<file path="src/rtl/ebpc_pkg.sv">
// Shared definitions for the EBPC stream packer: lane ids and flush FSM states.
// Latency: none, definitions only.
// Backpressure: none, definitions only.
package ebpc_pkg;

    localparam logic SRC_ZNZ = 1'b0;
    localparam logic SRC_BPC = 1'b1;

    typedef enum logic [1:0] {
        IDLE  = 2'd0,
        FLUSH = 2'd1,
        DRAIN = 2'd2
    } flush_state_e;

endpackage

</file>
<file path="src/rtl/ebpc_pack_lane.sv">
// One lane of the packer: assembles DATA_W bytes little-endian into an OUT_W word.
// Latency: the byte completing a word is visible in the out register one edge later.
// Backpressure: rdy_o drops only when the word would complete while the out register stays full.
module ebpc_pack_lane
    import ebpc_pkg::*;
#(
    parameter  int DATA_W = 8,
    parameter  int OUT_W  = 32,
    localparam int N      = OUT_W / DATA_W,
    localparam int CW     = (N > 1) ? $clog2(N) : 1,
    localparam int BW     = $clog2(N) + 1
) (
    input  logic              clk_i,
    input  logic              rst_ni,
    input  logic [DATA_W-1:0] data_i,
    input  logic              vld_i,
    output logic              rdy_o,
    input  logic              accept_en_i,
    input  logic              fin_i,
    output logic              fin_done_o,
    input  logic              drain_i,
    output logic [OUT_W-1:0]  out_data_o,
    output logic [BW-1:0]     out_bytes_o,
    output logic              out_last_o,
    output logic              out_vld_o
);

    localparam logic [CW-1:0] LAST_IDX = CW'(N - 1);

    logic [OUT_W-1:0] asm_q, asm_d, asm_wr;
    logic [CW-1:0]    cnt_q, cnt_d;
    logic [OUT_W-1:0] out_data_q, out_data_d;
    logic [BW-1:0]    out_bytes_q, out_bytes_d;
    logic             out_last_q, out_last_d;
    logic             out_vld_q, out_vld_d;
    logic             out_free, acc, complete, fin_fire;

    // Handshake decode: the out register counts as free when it is empty or leaving this cycle.
    always_comb begin
        out_free   = !out_vld_q || drain_i;
        rdy_o      = accept_en_i && ((cnt_q != LAST_IDX) || out_free);
        acc        = vld_i && rdy_o;
        complete   = acc && (cnt_q == LAST_IDX);
        fin_fire   = fin_i && out_free;
        fin_done_o = fin_fire;
    end

    // Next state: write the byte into slice cnt, hand full or finalised words to the out register.
    always_comb begin
        asm_wr = asm_q;
        for (int i = 0; i < N; i++) begin
            if (cnt_q == CW'(i)) begin
                asm_wr[i*DATA_W +: DATA_W] = data_i;
            end
        end

        asm_d       = asm_q;
        cnt_d       = cnt_q;
        out_data_d  = out_data_q;
        out_bytes_d = out_bytes_q;
        out_last_d  = out_last_q;
        out_vld_d   = out_vld_q;

        if (drain_i) begin
            out_vld_d = 1'b0;
        end

        // asm is cleared whenever its contents move out, so unwritten slices are zero padding.
        if (complete) begin
            out_data_d  = asm_wr;
            out_bytes_d = BW'(N);
            out_last_d  = 1'b0;
            out_vld_d   = 1'b1;
            asm_d       = '0;
            cnt_d       = '0;
        end else if (acc) begin
            asm_d = asm_wr;
            cnt_d = cnt_q + CW'(1);
        end else if (fin_fire) begin
            out_data_d  = asm_q;
            out_bytes_d = BW'(cnt_q);
            out_last_d  = 1'b1;
            out_vld_d   = 1'b1;
            asm_d       = '0;
            cnt_d       = '0;
        end
    end

    // Lane state registers.
    always_ff @(posedge clk_i or negedge rst_ni) begin
        if (!rst_ni) begin
            asm_q       <= '0;
            cnt_q       <= '0;
            out_data_q  <= '0;
            out_bytes_q <= '0;
            out_last_q  <= 1'b0;
            out_vld_q   <= 1'b0;
        end else begin
            asm_q       <= asm_d;
            cnt_q       <= cnt_d;
            out_data_q  <= out_data_d;
            out_bytes_q <= out_bytes_d;
            out_last_q  <= out_last_d;
            out_vld_q   <= out_vld_d;
        end
    end

    assign out_data_o  = out_data_q;
    assign out_bytes_o = out_bytes_q;
    assign out_last_o  = out_last_q;
    assign out_vld_o   = out_vld_q;

endmodule

</file>
<file path="src/rtl/ebpc_stream_packer.sv">
// Packs the ZNZ and BPC byte streams into tagged OUT_W words on one round-robin bus.
// Latency: a completed word can be presented on the edge after its last byte is accepted.
// Backpressure: rdy_i low freezes the granted word; lanes stall once their out register is full.
module ebpc_stream_packer
    import ebpc_pkg::*;
#(
    parameter  int DATA_W = 8,
    parameter  int OUT_W  = 32,
    localparam int N      = OUT_W / DATA_W,
    localparam int BW     = $clog2(N) + 1
) (
    input  logic              clk_i,
    input  logic              rst_ni,
    input  logic [DATA_W-1:0] znz_data_i,
    input  logic              znz_vld_i,
    output logic              znz_rdy_o,
    input  logic [DATA_W-1:0] bpc_data_i,
    input  logic              bpc_vld_i,
    output logic              bpc_rdy_o,
    input  logic              flush_vld_i,
    output logic              flush_rdy_o,
    output logic [OUT_W-1:0]  data_o,
    output logic              src_o,
    output logic [BW-1:0]     bytes_o,
    output logic              last_o,
    output logic              vld_o,
    input  logic              rdy_i
);

    if (OUT_W % DATA_W != 0) begin : g_bad_width
        $error("OUT_W must be a multiple of DATA_W");
    end

    flush_state_e     state_q, state_d;
    logic [1:0]       fin_q, fin_d;
    logic [1:0]       fin_req, fin_done, drain, lane_vld;
    logic             accept_en;
    logic             ptr_q, ptr_d, gnt_q, lock_q, lock_d;
    logic             arb_gnt, gnt, out_hs;
    logic [OUT_W-1:0] lane_data  [2];
    logic [BW-1:0]    lane_bytes [2];
    logic [1:0]       lane_last;

    assign accept_en = (state_q == IDLE);
    assign fin_req   = (state_q == FLUSH) ? ~fin_q : 2'b00;

    ebpc_pack_lane #(.DATA_W(DATA_W), .OUT_W(OUT_W)) u_znz (
        .clk_i       (clk_i),
        .rst_ni      (rst_ni),
        .data_i      (znz_data_i),
        .vld_i       (znz_vld_i),
        .rdy_o       (znz_rdy_o),
        .accept_en_i (accept_en),
        .fin_i       (fin_req[SRC_ZNZ]),
        .fin_done_o  (fin_done[SRC_ZNZ]),
        .drain_i     (drain[SRC_ZNZ]),
        .out_data_o  (lane_data[SRC_ZNZ]),
        .out_bytes_o (lane_bytes[SRC_ZNZ]),
        .out_last_o  (lane_last[SRC_ZNZ]),
        .out_vld_o   (lane_vld[SRC_ZNZ])
    );

    ebpc_pack_lane #(.DATA_W(DATA_W), .OUT_W(OUT_W)) u_bpc (
        .clk_i       (clk_i),
        .rst_ni      (rst_ni),
        .data_i      (bpc_data_i),
        .vld_i       (bpc_vld_i),
        .rdy_o       (bpc_rdy_o),
        .accept_en_i (accept_en),
        .fin_i       (fin_req[SRC_BPC]),
        .fin_done_o  (fin_done[SRC_BPC]),
        .drain_i     (drain[SRC_BPC]),
        .out_data_o  (lane_data[SRC_BPC]),
        .out_bytes_o (lane_bytes[SRC_BPC]),
        .out_last_o  (lane_last[SRC_BPC]),
        .out_vld_o   (lane_vld[SRC_BPC])
    );

    assign vld_o = |lane_vld;

    // Round-robin grant; a stalled grant is locked so the presented word cannot change under backpressure.
    always_comb begin
        arb_gnt = ptr_q;
        if (lane_vld == 2'b01) begin
            arb_gnt = SRC_ZNZ;
        end else if (lane_vld == 2'b10) begin
            arb_gnt = SRC_BPC;
        end
        gnt         = lock_q ? gnt_q : arb_gnt;
        out_hs      = vld_o && rdy_i;
        drain       = 2'b00;
        drain[gnt]  = out_hs;
        ptr_d       = out_hs ? ~gnt : ptr_q;
        lock_d      = vld_o && !rdy_i;
    end

    // Output fields come straight from the granted lane's out register.
    always_comb begin
        data_o  = lane_data[gnt];
        bytes_o = lane_bytes[gnt];
        last_o  = lane_last[gnt];
        src_o   = gnt;
    end

    // Flush FSM: finalise each lane exactly once, then wait for both out registers to empty.
    always_comb begin
        state_d     = state_q;
        fin_d       = fin_q;
        flush_rdy_o = 1'b0;
        case (state_q)
            IDLE: begin
                flush_rdy_o = 1'b1;
                if (flush_vld_i) begin
                    state_d = FLUSH;
                    fin_d   = 2'b00;
                end
            end
            FLUSH: begin
                fin_d = fin_q | fin_done;
                if (fin_d == 2'b11) begin
                    state_d = DRAIN;
                end
            end
            DRAIN: begin
                if (lane_vld == 2'b00) begin
                    state_d = IDLE;
                end
            end
            default: state_d = IDLE;
        endcase
    end

    // Arbiter and FSM registers.
    always_ff @(posedge clk_i or negedge rst_ni) begin
        if (!rst_ni) begin
            state_q <= IDLE;
            fin_q   <= 2'b00;
            ptr_q   <= SRC_ZNZ;
            gnt_q   <= SRC_ZNZ;
            lock_q  <= 1'b0;
        end else begin
            state_q <= state_d;
            fin_q   <= fin_d;
            ptr_q   <= ptr_d;
            gnt_q   <= gnt;
            lock_q  <= lock_d;
        end
    end

endmodule

</file>
<file path="config.mk">
export PLATFORM = sky130hd
export DESIGN_NAME = ebpc_stream_packer
export DESIGN_NICKNAME = d
export VERILOG_FILES = /design/src/rtl/ebpc_pkg.sv /design/src/rtl/ebpc_pack_lane.sv /design/src/rtl/ebpc_stream_packer.sv
export SDC_FILE = /design/constraint.sdc
export NUM_CORES = 1
export LEC_CHECK = 0
export CORE_MARGIN = 4
export CORE_UTILIZATION = 24
export CTS_CLUSTER_DIAMETER = 100
export DETAILED_ROUTE_END_ITERATION = 12
export GPL_TIMING_DRIVEN = 0
export MAX_ROUTING_LAYER = met4
export PLACE_DENSITY_LB_ADDON = 0.3
export REMOVE_ABC_BUFFERS = 1
export SLEW_MARGIN = 30
export SYNTH_ARGS = -nofsm -noshare
export SYNTH_HDL_FRONTEND = slang
export SYNTH_SLANG_ARGS = --single-unit
</file>
<file path="constraint.sdc">
create_clock -name clk_i -period 3 [get_ports clk_i]
set_clock_uncertainty 0.1 [all_clocks]
set_input_delay 0.6 -clock clk_i [delete_from_list [all_inputs] [get_ports clk_i]]
set_output_delay 0.6 -clock clk_i [all_outputs]
set_load 0.01 [all_outputs]
</file>
==> results.py, run 1 <==
# Synthesis and PnR figures
metrics = {
    "worst_setup_path": {
        "critPathCaptureType": "output pin",
        "crit_slowest_cell": "clkdlybuf4s50_1",
        "critPathCapture": "data_o[11]",
        "r2r_cells": 5,
        "r2r_start": "u_bpc.cnt_q[0]",
        "rrSetupSlack_ns": 0.32,
        "path_delay_family": "buffers and inverters",
        "crit_path_max_incr_delay_ns": 0.49,
    },
    "grt": {
        "grt_pass1_wl_um": 33600,
        "use_met3_pct": 2.73,
        "antenna_found_initial": 0,
        "grt_max_degree": 77,
        "overflow": 0,
    },
    "timing": {
        "min_period_over_period_pct": 98.2,
        "timing.hold.ws_ns": 0.0340,
    },
    "placed_design": {
        "pre_cts_slack_ns": -0.284,
        "globalplace.congestion": 0.739,
    },
    "finish": {
        "lay_top_cells": "dfrtp_1, nand2_1, o21ai_0",
        "drive_above_1_share_pct": 19.5,
        "comb_area_share_pct": 34.6,
        "regArea_um2": 3730,
    },
    "power": {
        "p_int_w": 0.00646,
        "pg_clk_w": 0.00231,
        "power.density_nw_per_um2": 1150,
    },
    "detailed_routing": {
        "drc": 0,
    },
    "synthesis": {
        "yosys-stat-area_um2": 6890,
        "logic_family": "AND-OR/OR-AND gates",
        "yosys.stat.seqShare_pct": 54.1,
        "ys.flops": 149,
        "yosysMostFrequentCell": "dfrtp_1",
        "edf_count": 0,
    },
    "clock_network": {
        "cts_tree": "done",
        "htreeDepth": 4,
        "cts_resized": 37,
    },
    "outcome": {
        "outcome": "completed",
    },
    "floorplanning": {
        "rows": 61,
    },
    "job": {
        "drv_cap": 0,
    },
}
==> run_1/congestion.png <==
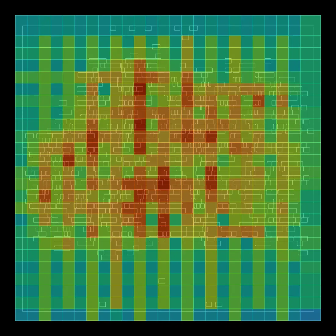
Wirelength per Cell: 20.6 µm
grt met1 use: 20.6%

==> run_1/layer_met2.png <==
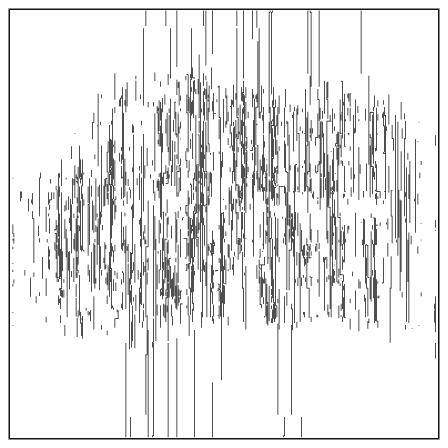
- wire length on this layer: 10200 µm
- nets with wire on the layer: 570
- longest straight run: 82.6 µm
via count: 5306
drt total wl: 22200 µm
GR met2 Demand/Resource: 22.0%

==> run_1/layer_met1.png <==
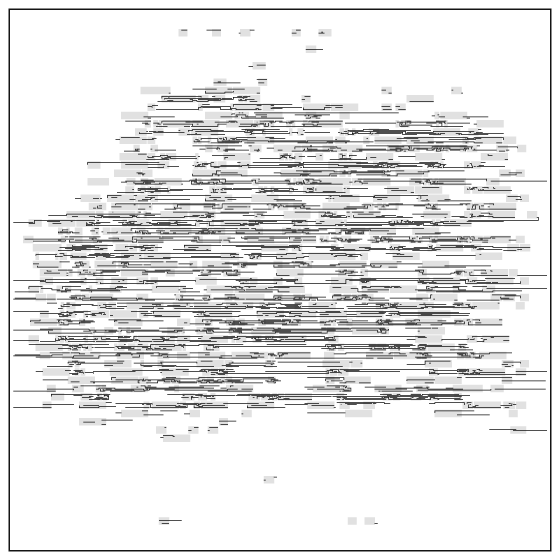
- wire length on this layer: 10800 µm
- nets with wire on the layer: 673
- main direction: horizontal
- longest straight run: 48.8 µm

==> run_1/cell_density.png <==
Bar = 50 µm. 18 x 18 tiles, from dark blue (low) to red (high), 0 to 100% covered.
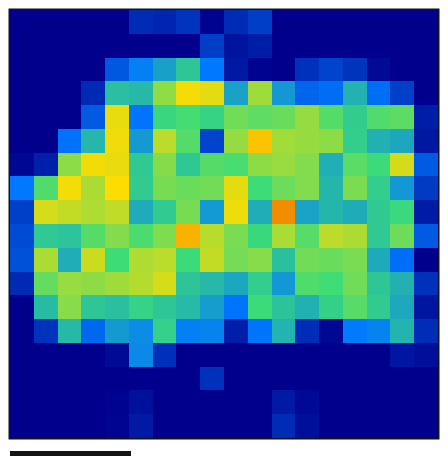
- emptiest ninth of the die: bottom right
- densest ninth of the die: middle
- nearly empty tiles: 35%
core area: 28100 µm²
floorplan utilization: 24.5%
Core Util, Final: 32.2%

==> run_1/layer_met4.png <==
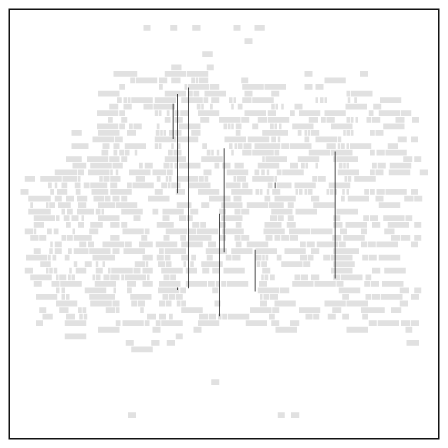

==> run 2: changes to the inputs <==
--- a/config.mk
+++ b/config.mk
@@ -5,7 +5,7 @@
 export SDC_FILE = /design/constraint.sdc
 export NUM_CORES = 1
 export LEC_CHECK = 0
-export CORE_MARGIN = 4
+export CAP_MARGIN = 20
 export CORE_UTILIZATION = 24
 export CTS_CLUSTER_DIAMETER = 100
 export DETAILED_ROUTE_END_ITERATION = 12
==> run_2/layer_met4.png <==
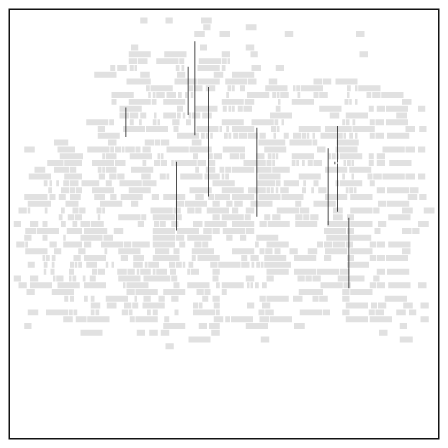
- longest straight run: 43.5 µm
- share of all routed wire: 1.2%
- wire length on this layer: 267 µm
- main direction: vertical
drt total wl: 21900 µm
via count: 5266

==> results.py, run 2 <==
# Synthesis and PnR figures
metrics = {
    "synthesis": {
        "yosysMostFrequentCell": "dfrtp_1",
        "edf_count": 0,
        "logic_family": "AND-OR/OR-AND gates",
        "yosys.stat.seqShare_pct": 54.1,
        "yosys-stat-area_um2": 6890,
    },
    "worst_setup_path": {
        "crit_path_max_incr_delay_ns": 0.54,
        "crit_slowest_cell": "clkdlybuf4s50_1",
        "path_delay_family": "buffers and inverters",
        "rrSetupSlack_ns": 0.24,
        "r2r_start": "u_bpc.cnt_q[0]",
    },
    "finish": {
        "lay_top_cells": "dfrtp_1, nand2_1, o21ai_0",
        "regArea_um2": 3730,
    },
    "clock_network": {
        "cts_resized": 36,
    },
    "outcome": {
        "outcome": "completed",
    },
    "power": {
        "pg_clk_w": 0.00251,
        "p_int_w": 0.00666,
    },
    "timing": {
        "timing.hold.ws_ns": 0.0562,
    },
    "floorplanning": {
        "initCoreUtil_pct": 24.6,
    },
    "grt": {
        "antenna_found_initial": 0,
        "overflow": 0,
        "grt_max_degree": 76,
    },
    "job": {
        "drv_cap": 0,
    },
}
==> run_2/cell_density.png <==
Bar = 50 µm. 17 x 17 tiles, from dark blue (low) to red (high), 0 to 100% covered.
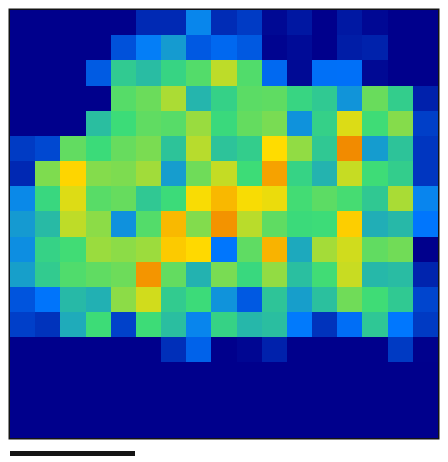
core area: 28000 µm²
Core Util, Final: 32.4%

==> run_2/layer_met1.png <==
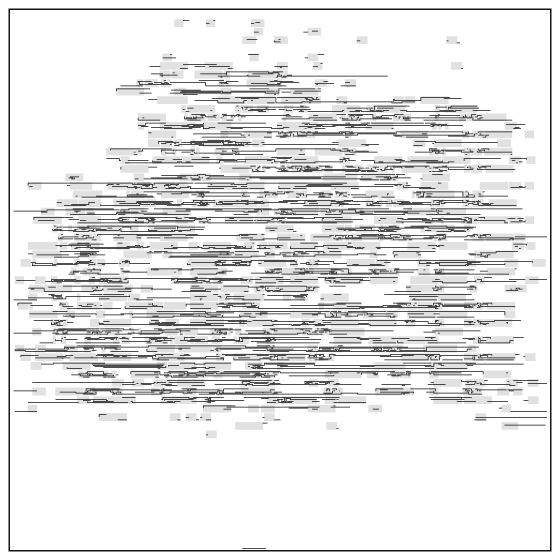

==> run 3: changes to the inputs <==
--- a/config.mk
+++ b/config.mk
@@ -9,6 +9,7 @@
 export CORE_UTILIZATION = 24
 export CTS_CLUSTER_DIAMETER = 100
 export DETAILED_ROUTE_END_ITERATION = 12
+export DONT_BUFFER_PORTS = 1
 export GPL_TIMING_DRIVEN = 0
 export MAX_ROUTING_LAYER = met4
 export PLACE_DENSITY_LB_ADDON = 0.3
==> run_3/layer_met1.png <==
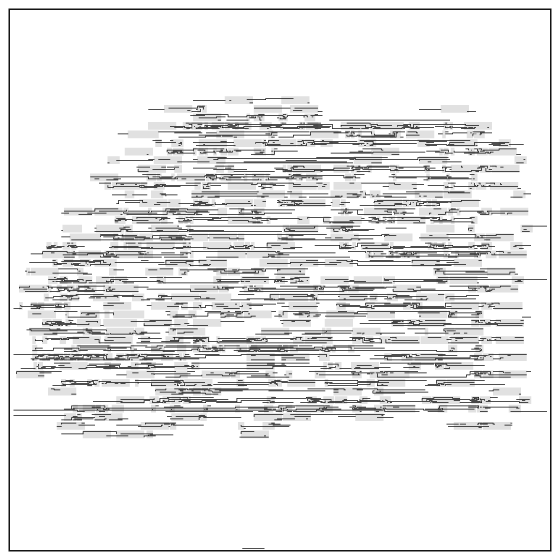
- wire length on this layer: 9720 µm
- nets with wire on the layer: 582
- main direction: horizontal
grt met1 use: 20.3%
drt total wl: 20600 µm
via count: 4911

==> run_3/congestion.png <==
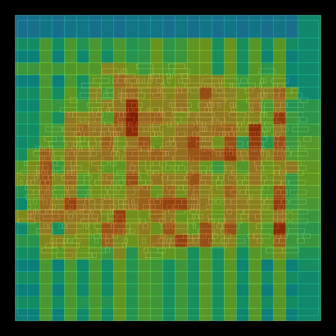
Wirelength per Cell: 20.8 µm
Core Util, Final: 28.7%
GR met2 Demand/Resource: 22.5%
busiest grt layer: met2

==> results.py, run 3 <==
# Synthesis and PnR figures
metrics = {
    "finish": {
        "regArea_um2": 3730,
        "clkCellAreaFrac_pct": 6.85,
        "lay_top_cells": "dfrtp_1, nand2_1, o21ai_0",
        "seq_cell_count": 149,
        "comb.multi_input.count": 405,
        "num-fill-cells": 2894,
        "syn_to_final_growth_pct": 16.6,
    },
    "grt": {
        "grt_max_degree": 150,
        "overflow": 0,
    },
    "floorplanning": {
        "taps": 378,
        "initCoreUtil_pct": 24.6,
        "die_y_um": 171,
        "coreArea_um2": 28000,
    },
    "job": {
        "drv_cap": 0,
    },
    "power": {
        "pg_seq_w": 0.00342,
        "pg_clk_w": 0.00202,
        "p_int_w": 0.00545,
    },
    "worst_setup_path": {
        "rrSetupSlack_ns": 0.21,
        "crit_slowest_cell": "dfrtp_1",
        "path_delay_family": "flip-flops",
        "r2r_start": "state_q[0]",
        "crit_path_max_incr_delay_ns": 0.52,
    },
    "outcome": {
        "outcome": "finished with violations",
        "violations": "hold timing",
    },
    "timing": {
        "timing.hold.ws_ns": -0.228,
        "finalHoldViolCount": 149,
        "finalSetupTns_ns": 0,
    },
    "synthesis": {
        "yosysMostFrequentCell": "dfrtp_1",
        "logic_family": "AND-OR/OR-AND gates",
        "yosys-stat-area_um2": 6890,
        "edf_count": 0,
    },
    "clock_network": {
        "cts_resized": 0,
    },
}
Power is estimated from default activity; no workload was simulated.
